**config.mk**
```make
export PLATFORM = sky130hd
export DESIGN_NAME = aclk_ascii_key_decoder_flat
export DESIGN_NICKNAME = d
export VERILOG_FILES = /design/src/rtl/aclk_ascii_key_decoder_if.sv /design/src/rtl/aclk_ascii_key_decoder.sv /design/src/flat_wrapper.sv
export SDC_FILE = /design/constraint.sdc
export NUM_CORES = 1
export LEC_CHECK = 0
export CORE_MARGIN = 1.5
export CORE_UTILIZATION = 40
export DETAILED_ROUTE_END_ITERATION = 16
export PLACE_DENSITY = 0.69
export SETUP_SLACK_MARGIN = 0.5
export SLEW_MARGIN = 5
export SYNTH_ARGS = -nofsm -noshare
export SYNTH_HDL_FRONTEND = slang
export SYNTH_SLANG_ARGS = --single-unit
```
**constraint.sdc**
```tcl
create_clock -name clock -period 2.95 [get_ports clock]
set_input_delay 0.59 -clock clock [delete_from_list [all_inputs] [get_ports clock]]
set_output_delay 0.59 -clock clock [all_outputs]
set_load 0.005 [all_outputs]
```
**src/rtl/aclk_ascii_key_decoder_if.sv**
```systemverilog
// Valid/ready byte stream carrying ASCII key codes into the digit-entry decoder.
interface aclk_ascii_key_decoder_if;
  logic [7:0] in_data;
  logic       in_valid;
  logic       in_ready;

  modport master (output in_data, in_valid, input  in_ready);
  modport slave  (input  in_data, in_valid, output in_ready);
endinterface

```
**src/rtl/aclk_ascii_key_decoder.sv**
```systemverilog
// ASCII key stream -> HHMM digit buffer with commit/backspace/escape/timeout.
// Optional macro ACLK_KEY_ALARM_EN adds the 'A' key, which commits to the alarm via load_alarm.
module aclk_ascii_key_decoder #(
  parameter int TIMEOUT_CYCLES = 1000,
  parameter int CNT_W          = 16
) (
  input  logic        clock,
  input  logic        reset,
  aclk_ascii_key_decoder_if.slave kif,
  output logic [3:0]  key,
  output logic [15:0] new_time,
  output logic [2:0]  digit_count,
  output logic        show_new_time,
  output logic        load_new_time,
`ifdef ACLK_KEY_ALARM_EN
  output logic        load_alarm,
`endif
  output logic        key_error
);

  typedef enum logic [1:0] {IDLE, ENTRY, FULL, COMMIT} state_t;

  state_t           state_q, state_d;
  logic [3:0]       key_q, key_d;
  logic [15:0]      nt_q, nt_d;
  logic [2:0]       cnt_q, cnt_d;
  logic [CNT_W-1:0] tmo_q, tmo_d;
  logic             load_q, load_d;
  logic             err_q, err_d;
  logic             alarm_q, alarm_d;
  logic             rdy, xfer, is_digit;

  assign rdy      = (state_q != COMMIT);
  assign xfer     = kif.in_valid && rdy;
  assign is_digit = (kif.in_data >= 8'h30) && (kif.in_data <= 8'h39);

  always_ff @(posedge clock or negedge reset) begin
    if (!reset) begin
      state_q <= IDLE;
      key_q   <= '0;
      nt_q    <= '0;
      cnt_q   <= '0;
      tmo_q   <= '0;
      load_q  <= 1'b0;
      err_q   <= 1'b0;
      alarm_q <= 1'b0;
    end else begin
      state_q <= state_d;
      key_q   <= key_d;
      nt_q    <= nt_d;
      cnt_q   <= cnt_d;
      tmo_q   <= tmo_d;
      load_q  <= load_d;
      err_q   <= err_d;
      alarm_q <= alarm_d;
    end
  end

  always_comb begin
    state_d = state_q;
    key_d   = key_q;
    nt_d    = nt_q;
    cnt_d   = cnt_q;
    tmo_d   = tmo_q;
    load_d  = 1'b0;
    err_d   = 1'b0;
    alarm_d = 1'b0;
    case (state_q)
      // Buffer stays visible through the commit cycle, cleared on the way out.
      COMMIT: begin
        state_d = IDLE;
        nt_d    = '0;
        cnt_d   = '0;
        tmo_d   = '0;
      end
      default: begin
        if (xfer) begin
          tmo_d = '0;
          if (is_digit) begin
            if (state_q == FULL) err_d = 1'b1;
            else begin
              nt_d    = {nt_q[11:0], kif.in_data[3:0]};
              key_d   = kif.in_data[3:0];
              cnt_d   = cnt_q + 3'd1;
              state_d = (cnt_q == 3'd3) ? FULL : ENTRY;
            end
          end else begin
            case (kif.in_data)
              8'h0D: begin
                if (state_q == FULL) begin
                  state_d = COMMIT;
                  load_d  = 1'b1;
                end else err_d = 1'b1;
              end
`ifdef ACLK_KEY_ALARM_EN
              8'h41: begin
                if (state_q == FULL) begin
                  state_d = COMMIT;
                  alarm_d = 1'b1;
                end else err_d = 1'b1;
              end
`endif
              8'h08: begin
                if (state_q != IDLE) begin
                  nt_d    = {4'h0, nt_q[15:4]};
                  key_d   = nt_q[7:4];
                  cnt_d   = cnt_q - 3'd1;
                  state_d = (cnt_q == 3'd1) ? IDLE : ENTRY;
                end
              end
              8'h1B: begin
                state_d = IDLE;
                nt_d    = '0;
                cnt_d   = '0;
              end
              default: err_d = 1'b1;
            endcase
          end
        end else if (state_q != IDLE) begin
          if (tmo_q == CNT_W'(TIMEOUT_CYCLES - 1)) begin
            state_d = IDLE;
            nt_d    = '0;
            cnt_d   = '0;
            tmo_d   = '0;
          end else begin
            tmo_d = tmo_q + 1'b1;
          end
        end else begin
          tmo_d = '0;
        end
      end
    endcase
  end

  assign kif.in_ready  = rdy;
  assign key           = key_q;
  assign new_time      = nt_q;
  assign digit_count   = cnt_q;
  assign show_new_time = (cnt_q != 3'd0);
  assign load_new_time = load_q;
  assign key_error     = err_q;
`ifdef ACLK_KEY_ALARM_EN
  assign load_alarm    = alarm_q;
`else
  logic unused_alarm;
  assign unused_alarm  = alarm_q;
`endif

endmodule
```
**src/flat_wrapper.sv**
```systemverilog
// flat-port wrapper written by rule: the top's interface ports become plain ports
module aclk_ascii_key_decoder_flat 
#(
  parameter int TIMEOUT_CYCLES = 1000,
  parameter int CNT_W          = 16
)
  (clock, reset, key, new_time, digit_count, show_new_time, load_new_time, key_error, kif_in_data, kif_in_valid, kif_in_ready);
  aclk_ascii_key_decoder_if kif_i ();
  input  logic clock;
  input  logic reset;
  output logic [3:0] key;
  output logic [15:0] new_time;
  output logic [2:0] digit_count;
  output logic show_new_time;
  output logic load_new_time;
  output logic key_error;
  input wire logic [$bits(kif_i.in_data)-1:0] kif_in_data;
  input wire logic [$bits(kif_i.in_valid)-1:0] kif_in_valid;
  output wire logic [$bits(kif_i.in_ready)-1:0] kif_in_ready;
  assign kif_i.in_data = kif_in_data;
  assign kif_i.in_valid = kif_in_valid;
  assign kif_in_ready = kif_i.in_ready;
  aclk_ascii_key_decoder #(.TIMEOUT_CYCLES(TIMEOUT_CYCLES), .CNT_W(CNT_W)) u_core (.clock(clock), .reset(reset), .kif(kif_i), .key(key), .new_time(new_time), .digit_count(digit_count), .show_new_time(show_new_time), .load_new_time(load_new_time), .key_error(key_error));
endmodule
```
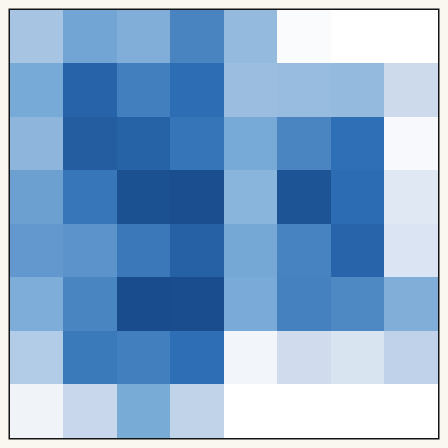
Figure 1: run 1, cell area per tile.
8 x 8 tiles, from white (low) to dark blue (high), 0 to 100% covered.
9.4% of the tiles are nearly empty. The mean over all tiles is 48%. The fullest tile reaches 89%.

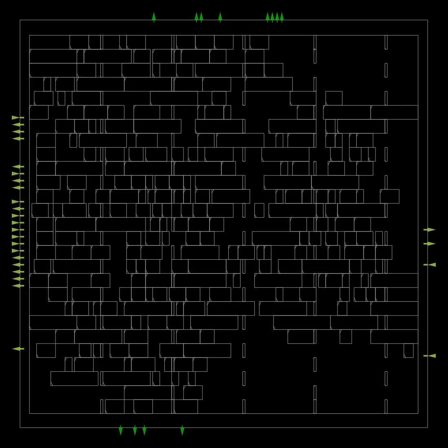
Figure 2: run 1, cell placement.
FP Rows: 27
flip-flops: 43
# fillers: 511

==> reports/metrics.yaml, run 1 <==
warnings: 29
comb_share_pct: 38.4
ys_types: 50
required_ns: 3.14
dpl.hpwl_um: 3640
hold_path.class: "input pin to async pin"
wl_um: 5290
vdd_drop_max_v: 0.000244
clkLatencyLatePin_ns: 0.30
worst_slew_pin_slew_ns: 0.957
cap_violations: 0
mostFrequentLayoutCells: "43 x dfrtp_1, 29 x clkdlybuf4s50_1, 19 x buf_4"
endpoint_kind: "flip-flop"
grt_start_max_net_pins: 44
syn-cell-area_um2: 2320
p_clk_share_pct: 26.9
buf_share_pct: 18.4
seq_share_pct: 34.7
logic_gate_count: 149
ys_chip_area_um2: 2320
taps: 72
syn_nets: 233
nNonClkBuffers: 60
worstSetupEndpoint: "u_core.new_time[3]"
placed_cell_area_um2: 2840
yosys.area_share.simple_pct: 16.9
timing.rr.start: "u_core.tmo_q[0]"
ys_sh_adder_pct: 3.24
edf_count: 0
ff2ff_path_depth: 8
stdcell_area_um2: 3100
place_congestion: 0.819
port_buffers: 37
fp_util_pct: 41.8
die_w_um: 79.1
firstDrtPassIters: 4
antenna_found_initial: 0
clock-sinks: 43
grt_pass1_wl_um: 8960
nClkBuffers: 6
regArea_um2: 1080
clkTransAtPathRegs_ns: 0.09
comb_area_um2: 1190
core_area_um2: 5540
synth_top_flop_cell: "dfrtp_1"
ios: 38
grt_overflow: 0
switchingPower_uw: 550
diodes: 0
final_nets: 291
inverters: 15
synth_area_per_cell_um2: 10.7
power_density_nw_per_um2: 575
synth_cells: 216
cts_made_buffers: 5
areaGrowthSynthToFinish_pct: 33.7
dp_slack_ns: 0.102
outcome: "finished, final reports clean"
clkCellAreaFrac_pct: 3.79
switching_share_pct: 30.9
fin_tns_setup_ns: 0
max_freq_mhz: 420
cts_max_level: 2
min_period_ns: 2.38
slew-limit-headroom_pct: 36.2
rsz0062_at_grt: "false"
cp_data_arrival_time_ns: 2.57
yosys_warnings: 0
post-route-period-util_pct: 80.6
report.final.slew_viol_count: 0
dieHeight_um: 79.1
synth_stat.cells: 216
cp-start-kind: "input pin"
ctsHoldBuffers: 0
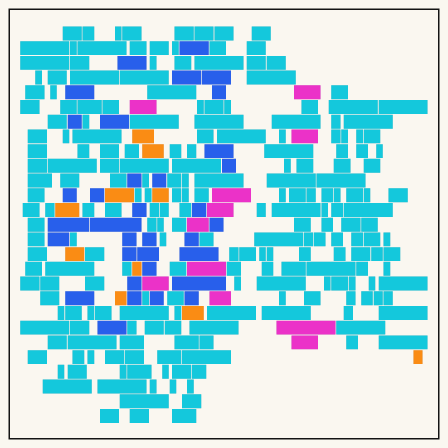
Figure 3: run 1, drive-strength map.
Key: x2 = orange [cells 10, share 3.6%]; x3 and x4 = blue [cells 34, share 12%]; x6 and larger = magenta [cells 11, share 4.0%]; x1 and smaller = cyan [cells 220, share 80%]

-- run 1: critical path, cell delays in order --
cell,delay (ns)
clkdlybuf4s50_1,0.46
nor4b_2,0.31
nand2_1,0.22
o32ai_4,0.33
a211oi_4,0.09
buf_12,0.14
buf_12,0.13
mux2_4,0.29
-- run 1: metrics by stage --
stage / hold slack [ns] / instances / power, uW / util (%)
detailed placement: 0.454 / 328 / 1220 / 51.2
global placement: 0.450 / 328 / 1220 / 51.2
floorplan: 0.294 / 216 / 1000 / -
CTS: 0.462 / 347 / 1800 / 55.9
finish: 0.441 / 347 / 1780 / 56.0
global route: 0.490 / 347 / 1880 / 56.0
-- run 1: layer usage --
metal  track usage, %  routed length (um)  part of all wire, %
met1             23.3                2380                   45
met2             30.3                2570                   49
met3             5.29                 247                  4.7
met4             5.79                  93                  1.8
met5                0                   0                    0
-- run 1: power by group through the flow --
stage / combinational (uW) / sequential, uW / clock, uW
after floorplan: 309 / 691 / 0
after global placement: 491 / 727 / 0
after detailed placement: 497 / 725 / 0
after CTS: 585 / 719 / 497
after global routing: 636 / 732 / 515
final: 584 / 718 / 480
-- run 1: synth_stat cells (all sizes together) (6+ instances only) --
master	number	area share, %
mux2	12	7.0
and3	8	2.2
xor2	7	2.6
a22o	8	3.0
nor2	20	3.5
xnor2	6	2.3
inv	15	2.4
mux2i	12	5.2
nand2	14	2.3
ha	6	3.2
dfrtp	43	46
-- run 1: cells by family after synthesis --
kind of cell,Yosys count
AND/OR/NAND/NOR,72
flip-flops,43
AND-OR/OR-AND,34
buffers and inverters,24
multiplexers,24
XOR/XNOR,13
adder cells (fa/ha/maj),6
-- run 1: what timing repair did --
item,in CTS,in global routing
setup endpoints to repair,9,21
pin swaps,2,2
gates resized,15,2
gates cloned,0,0
endpoints found under the hold margin,0,0
setup buffers,11,0
==> run 2: changes to the inputs <==
--- a/config.mk
+++ b/config.mk
@@ -8,7 +8,7 @@
 export CORE_MARGIN = 1.5
 export CORE_UTILIZATION = 40
 export DETAILED_ROUTE_END_ITERATION = 16
-export PLACE_DENSITY = 0.69
+export PLACE_DENSITY = 0.71
 export SETUP_SLACK_MARGIN = 0.5
 export SLEW_MARGIN = 5
 export SYNTH_ARGS = -nofsm -noshare
==> constraint.sdc (replaced) <==
create_clock -name clock -period 2 [get_ports clock]
set_input_delay 0.4 -clock clock [delete_from_list [all_inputs] [get_ports clock]]
set_output_delay 0.4 -clock clock [all_outputs]
set_load 0.005 [all_outputs]
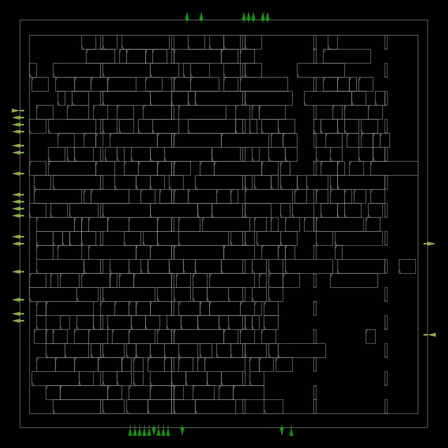
Figure 4: run 2, cell placement.
Core Util, Final: 67.1%
Finished Layout Cells: 418
# fillers: 425

==> reports/metrics.yaml, run 2 <==
grt_overflow: 0  # unchanged
setup_violations: 13  # was 0
clkTransAtPathRegs_ns: 0.08  # was 0.09 ns
placed_cell_area_um2: 3210  # was 2840 um2
fin_tns_setup_ns: -0.563  # was 0 ns
ios: 38  # unchanged
min_period_ns: 2.06
worst_slew_pin_slew_ns: 0.508  # was 0.957 ns
wl_um: 6400  # was 5290 um
violations: "negative setup slack"
hold_path.class: "input pin to async pin"  # unchanged
synth_top_area_share_pct: 46.4  # unchanged
timing.final.ws_setup_ns: -0.0578  # was 0.572 ns
cts_made_buffers: 5  # unchanged
crit_chain: "ha_1 -> and3_4 -> nand4_1 -> o21a_2 -> a211oi_4 -> buf_6 -> mux2_4"  # was clkdlybuf4s50_1 -> nor4b_2 -> nand2_1 -> o32ai_4 -> a211oi_4 -> buf_12 -> buf_12 -> mux2_4
report.final.slew_viol_count: 0  # unchanged
dieHeight_um: 79.1  # unchanged
synth_stat.cells: 216  # unchanged
mostFrequentLayoutCells: "75 x buf_4, 41 x dfrtp_1, 23 x dlygate4sd2_1"  # was 43 x dfrtp_1, 29 x clkdlybuf4s50_1, 19 x buf_4
cp-start-kind: "flip-flop"  # was input pin
crit_family: "AND-OR/OR-AND gates"  # was buffers and inverters
rsz0062_at_grt: "true"  # was false
synth_top_flop_cell: "dfrtp_1"  # unchanged
slew-limit-headroom_pct: 66.1  # was 36.2%
outcome: "complete, but fails checks"  # was finished, final reports clean
ys_chip_area_um2: 2320  # unchanged
fin_total_pwr_uw: 2700  # was 1780 uW
top_cells_by_area: "dfrtp_1 46%, mux2i_1 5.2%, mux2_4 4.5%"  # unchanged
switchingPower_uw: 904  # was 550 uW
die_w_um: 79.1  # unchanged
synth_area_per_cell_um2: 10.7  # unchanged
diodes: 0  # unchanged
critPathBufInv: 1  # was 3
antenna_found_initial: 0  # unchanged
final_nets: 362  # was 291
required_ns: 2.18  # was 3.14 ns
cts_max_level: 2  # unchanged
post-route-period-util_pct: 103
core_area_um2: 5540  # unchanged
hold_slack_ns: 0.0579  # was 0.441 ns
vdd_drop_max_v: 0.000598  # was 0.000244 V
synth_cells: 216  # unchanged
cap_violations: 0  # unchanged
areaGrowthSynthToFinish_pct: 60.3  # was 33.7%
critPathMaxStageDelay_ns: 0.39  # was 0.46 ns
max_freq_mhz: 486
firstDrtPassIters: 4  # unchanged
syn-cell-area_um2: 2320  # unchanged
fp_util_pct: 41.8  # unchanged
port_buffers: 37  # unchanged
syn_nets: 233  # unchanged
warnings: 32  # was 29
grt_pass1_wl_um: 10500  # was 8960 um
switching_share_pct: 33.5  # was 30.9%
p_clk_share_pct: 20.5  # was 26.9%
regArea_um2: 1080  # about the same
grt_start_max_net_pins: 23  # was 44
yosys_warnings: 0  # unchanged
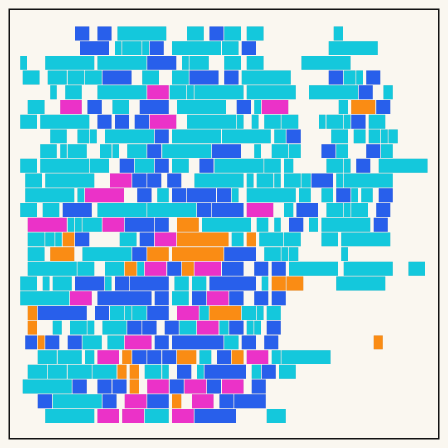
Figure 5: run 2, drive-strength map.
Key: x6 and larger = magenta [cells 27, share 7.8%]; x3 and x4 = blue [cells 102, share 29%]; x2 = orange [cells 24, share 6.9%]; x1 and smaller = cyan [cells 193, share 56%]

[run 2: cell counts after synthesis]
Identical to the previous run, type by type.
[run 2: timing repair]
action	in CTS	in global routing
gates resized	96	10
setup endpoints to repair	68	44
pin swaps	13	5
hold buffers	0	0
hold endpoints to repair	0	0
cloned	1	0
setup buffers	34	8
[run 2: logic make-up after synthesis]
logic type                 share of synthesized area [%]
AOI/OAI and AO/OA                                   11.8
DFF                                                 46.4
xor gates and xnor gates                            4.91
muxes                                               12.1
adders and majority gates                           3.24
buffers and inverters                               4.53
and+or+nand+nor                                     16.9
[run 2: path summary, 6_finish.rpt]
kind                                         to  cells after the start
max in group asynchronous   u_core.new_time[15]                      2
min reg2reg                     u_core.tmo_q[0]                      1
max reg2reg                  u_core.new_time[3]                      7
max                          u_core.new_time[3]                      7
min in group clock              u_core.tmo_q[0]                      1
min                        u_core.load_new_time                      1
[run 2: layout make-up]
| type | instances | area share [%] |
|---|---|---|
| sequential | 43 | 29.0 |
| clock buffer | 6 | 1.95 |
| multi-input combinational | 149 | 35.0 |
| tap | 72 | 2.42 |
| timing repair buffer | 131 | 29.7 |
| inverter | 15 | 1.58 |
| clock inverter | 2 | 0.337 |
[run 2: metal layers]
layer | wire length (um) | share of wire (%) | track usage [%] | vias to the layer above
li1 | - | - | - | 1022
met1 | 2710 | 42 | 26.2 | 1055
met2 | 3250 | 51 | 37.2 | 63
met3 | 324 | 5.1 | 4.94 | 12
met4 | 114 | 1.8 | 7.89 | 0
met5 | 0 | 0 | 0 | -
[run 2: power groups by stage]
stage               sequential [uW]  combinational (uW)  clock (uW)
finish                         1050                1090         553
global route                   1060                1180         604
CTS                            1060                 980         571
detailed placement             1070                 833           0
global placement               1070                 823           0
floorplan                      1020                 477           0
==> run 3: changes to the inputs <==
--- a/config.mk
+++ b/config.mk
@@ -7,6 +7,7 @@
 export LEC_CHECK = 0
 export CORE_MARGIN = 1.5
 export CORE_UTILIZATION = 40
+export CTS_BUF_LIST = sky130_fd_sc_hd__clkbuf_4 sky130_fd_sc_hd__clkbuf_8
 export DETAILED_ROUTE_END_ITERATION = 16
 export PLACE_DENSITY = 0.71
 export SETUP_SLACK_MARGIN = 0.5
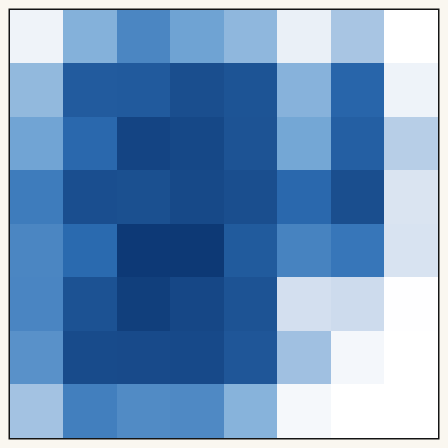
Figure 6: run 3, cell area per tile.
8 x 8 tiles, from white (low) to dark blue (high), 0 to 100% covered.
The mean over all tiles is 58%. 44% of the tiles are over 75% full. The emptiest ninth of the die: lower right. The densest ninth of the die: center. 7.8% of the tiles are nearly empty.

==> reports/metrics.yaml, run 3 <==
firstDrtPassIters: 4  # unchanged
post-route-period-util_pct: 102  # was 103%
power_density_nw_per_um2: 729  # was 725 nW/um2
synth_cells: 216  # unchanged
pg_seq_uw: 1050  # about the same
placed_cells: 367  # unchanged
dp_slack_ns: -0.590  # unchanged
vdd_drop_max_v: 0.000592  # was 0.000598 V
cts_max_level: 2  # unchanged
clock-sinks: 43  # unchanged
port_buffers: 37  # unchanged
cp_data_arrival_time_ns: 2.23  # was 2.24 ns
syn_nets: 233  # unchanged
yosys-top-cells-count: "43 x dfrtp_1, 18 x nor2_1, 15 x inv_1, 14 x nand2_1, 12 x mux2i_1"  # unchanged
switching_share_pct: 33.4  # was 33.5%
layout_top_cell: "buf_4"  # unchanged
cts_made_buffers: 5  # unchanged
warnings: 32  # unchanged
fin_tns_setup_ns: -0.417  # was -0.563 ns
placed_cell_area_um2: 3210  # unchanged
syn-cell-area_um2: 2320  # unchanged
synth.largest_area_cell: "dfrtp_1"  # unchanged
ios: 38  # unchanged
utilization_pct: 67.2  # was 67.1%
diodes: 0  # unchanged
antenna_found_initial: 0  # unchanged
hold_path.class: "input pin to async pin"  # unchanged
ys_types: 50  # unchanged
synth_top_area_share_pct: 46.4  # unchanged
fp_util_pct: 41.8  # unchanged
mostFrequentLayoutCells: "75 x buf_4, 41 x dfrtp_1, 23 x dlygate4sd2_1"  # unchanged
core_area_um2: 5540  # unchanged
grt_overflow: 0  # unchanged
hold_slack_ns: 0.0589  # was 0.0579 ns
max_freq_mhz: 488  # was 486 MHz
synth_top_cell_by_count: "dfrtp_1"  # unchanged
cp-start-kind: "flip-flop"  # unchanged
dieHeight_um: 79.1  # unchanged
clkTransAtPathRegs_ns: 0.08  # about the same
cap_violations: 0  # unchanged
stdcell_area_um2: 3720  # about the same
slowest_stage: "dfrtp_1"  # unchanged
areaGrowthSynthToFinish_pct: 60.5  # was 60.3%
rows: 27  # unchanged
ctsHoldBuffers: 0  # unchanged
synth_stat.cells: 216  # unchanged
synth_area_per_cell_um2: 10.7  # unchanged
slew-limit-headroom_pct: 66.1  # about the same
synth_top_flop_cell: "dfrtp_1"  # unchanged
die_w_um: 79.1  # unchanged
fillers: 425  # unchanged
critPathBufInv: 1  # unchanged
pg_clk_uw: 570  # was 553 uW
top_cells_by_area: "dfrtp_1 46%, mux2i_1 5.2%, mux2_4 4.5%"  # unchanged
crit_family: "AND-OR/OR-AND gates"  # unchanged
crit_chain: "ha_1 -> and3_4 -> nand4_1 -> o21a_2 -> a211oi_4 -> buf_6 -> mux2_4"  # unchanged
edf_count: 0  # unchanged
outcome: "complete, but fails checks"  # unchanged
seqPwrFrac_pct: 38.7  # was 38.9%
switchingPower_uw: 907  # was 904 uW
final_nets: 362  # unchanged
place_congestion: 0.816  # unchanged
clkLatencyLatePin_ns: 0.30  # about the same
worst_slew_pin_slew_ns: 0.509  # was 0.508 ns
endpoint_kind: "flip-flop"  # unchanged
ys_chip_area_um2: 2320  # unchanged
violations: "negative setup slack"  # unchanged
power.group.top: "combinational cells"  # unchanged
p_clk_share_pct: 21.0  # was 20.5%
required_ns: 2.18  # about the same
setup_violations: 12  # was 13
comb_cell_power_uw: 1090  # about the same
report.final.slew_viol_count: 0  # unchanged
grt_start_max_net_pins: 23  # unchanged
dpl.hpwl_um: 4160  # unchanged
timing.final.ws_setup_ns: -0.0486  # was -0.0578 ns
critPathMaxStageDelay_ns: 0.39  # about the same
rsz0062_at_grt: "true"  # unchanged
post_layout_nonfiller_instances: 418  # unchanged
min_period_ns: 2.05  # was 2.06 ns
wl_um: 6390  # was 6400 um
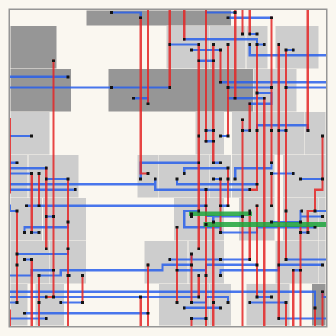
Figure 7: run 3, layout detail.
Region (49, 49) to (69, 69) um. Cells in gray, sequential cells in the stronger gray; small squares are vias.
Key: M2 = red; M1 = blue; M3 = green
28 logic cells have their middle in the window. Most frequent: buf_4 (8), and3_1 (3), xor2_1 (3). Sequential cells in the window: 1. Netlist names of flops here include `u_core.tmo_q` (1).

[run 3: cells by family (layout without fill, tap and decap cells)]
kind of cell,Yosys count,count (layout),synth area share [%]
compound gates,34,34,11.8
xor+xnor,13,13,4.91
flops,43,43,46.4
simple gates,72,72,16.9
buf+inv,24,154,4.53
fa+ha+maj,6,6,3.24
mux,24,24,12.1
[run 3: repair_timing]
| action | in CTS | in global routing |
|---|---|---|
| pin swaps | 13 | 6 |
| setup buffers | 34 | 8 |
| gates cloned | 1 | 0 |
| endpoints found under the setup margin | 68 | 44 |
| resized | 96 | 10 |
[run 3: worst paths after layout]
kind / start / end / slack (ns) / depth (start not counted)
max: u_core.tmo_q[0] / u_core.new_time[3] / -0.05 / 7
min: reset / u_core.load_new_time / 0.06 / 1
max reg2reg: u_core.tmo_q[0] / u_core.new_time[3] / -0.05 / 7
min reg2reg: u_core.tmo_q[0] / u_core.tmo_q[0] / 0.49 / 1
max in group asynchronous: reset / u_core.new_time[15] / 1.36 / 2
min in group clock: u_core.tmo_q[0] / u_core.tmo_q[0] / 0.49 / 1
[run 3: layer usage]
| layer | part of all wire (%) | vias to the layer above | routed length [um] | global-route usage, % |
|---|---|---|---|---|
| li1 | - | 1022 | - | - |
| met1 | 43 | 1042 | 2730 | 25.9 |
| met2 | 51 | 57 | 3230 | 37.2 |
| met3 | 4.9 | 12 | 314 | 4.94 |
| met4 | 1.8 | 0 | 114 | 7.89 |
| met5 | 0 | - | 0 | 0 |
[run 3: area by class of cell]
class	count	area (um2)	share of cell area (%)
multi-input combinational	149	1300	35.0
timing repair buffer	131	1100	29.6
sequential	43	1080	29.0
tap	72	90.1	2.42
clock buffer	6	76.3	2.05
inverter	15	58.8	1.58
clock inverter	2	12.5	0.336

==> screenshots <==
Pin placement.
Scale bar: 20 um. Pins as bars across the die edge, other pins in gray.
Plate I
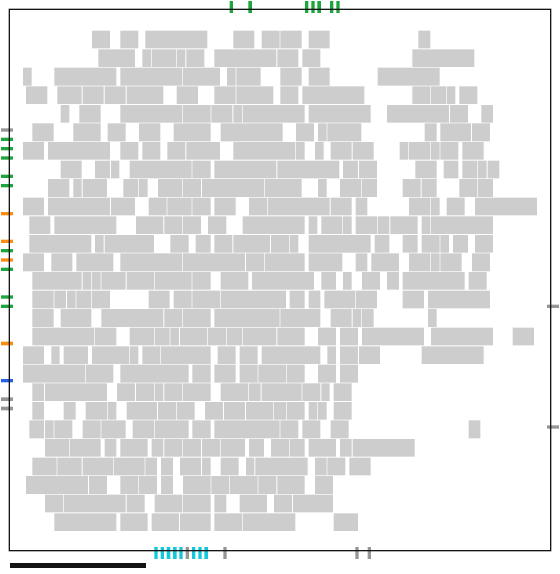
Plate II
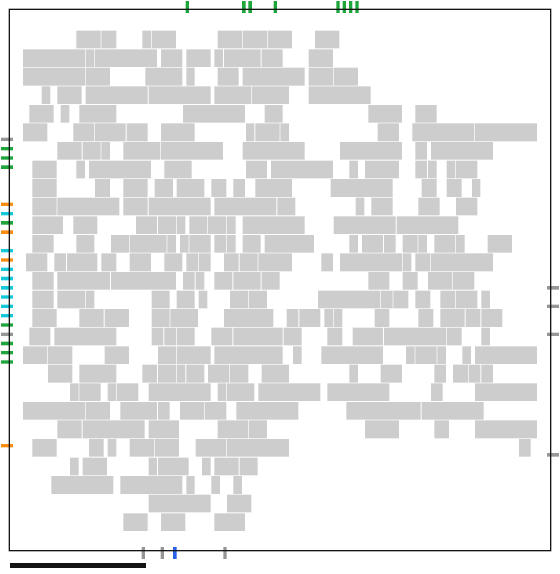
run 2 -> Plate I
run 1 -> Plate II

Key to Plate I:
Key: `key` = orange [pins 4, direction output, edge left]; `kif_in_data` = cyan [pins 8, direction input, edge bottom]; `show_new_time` = blue [pins 1, direction output, edge left]; `new_time` = green [pins 16, direction output, edge 9 left, 7 top]

Power is estimated from default activity; no workload was simulated.
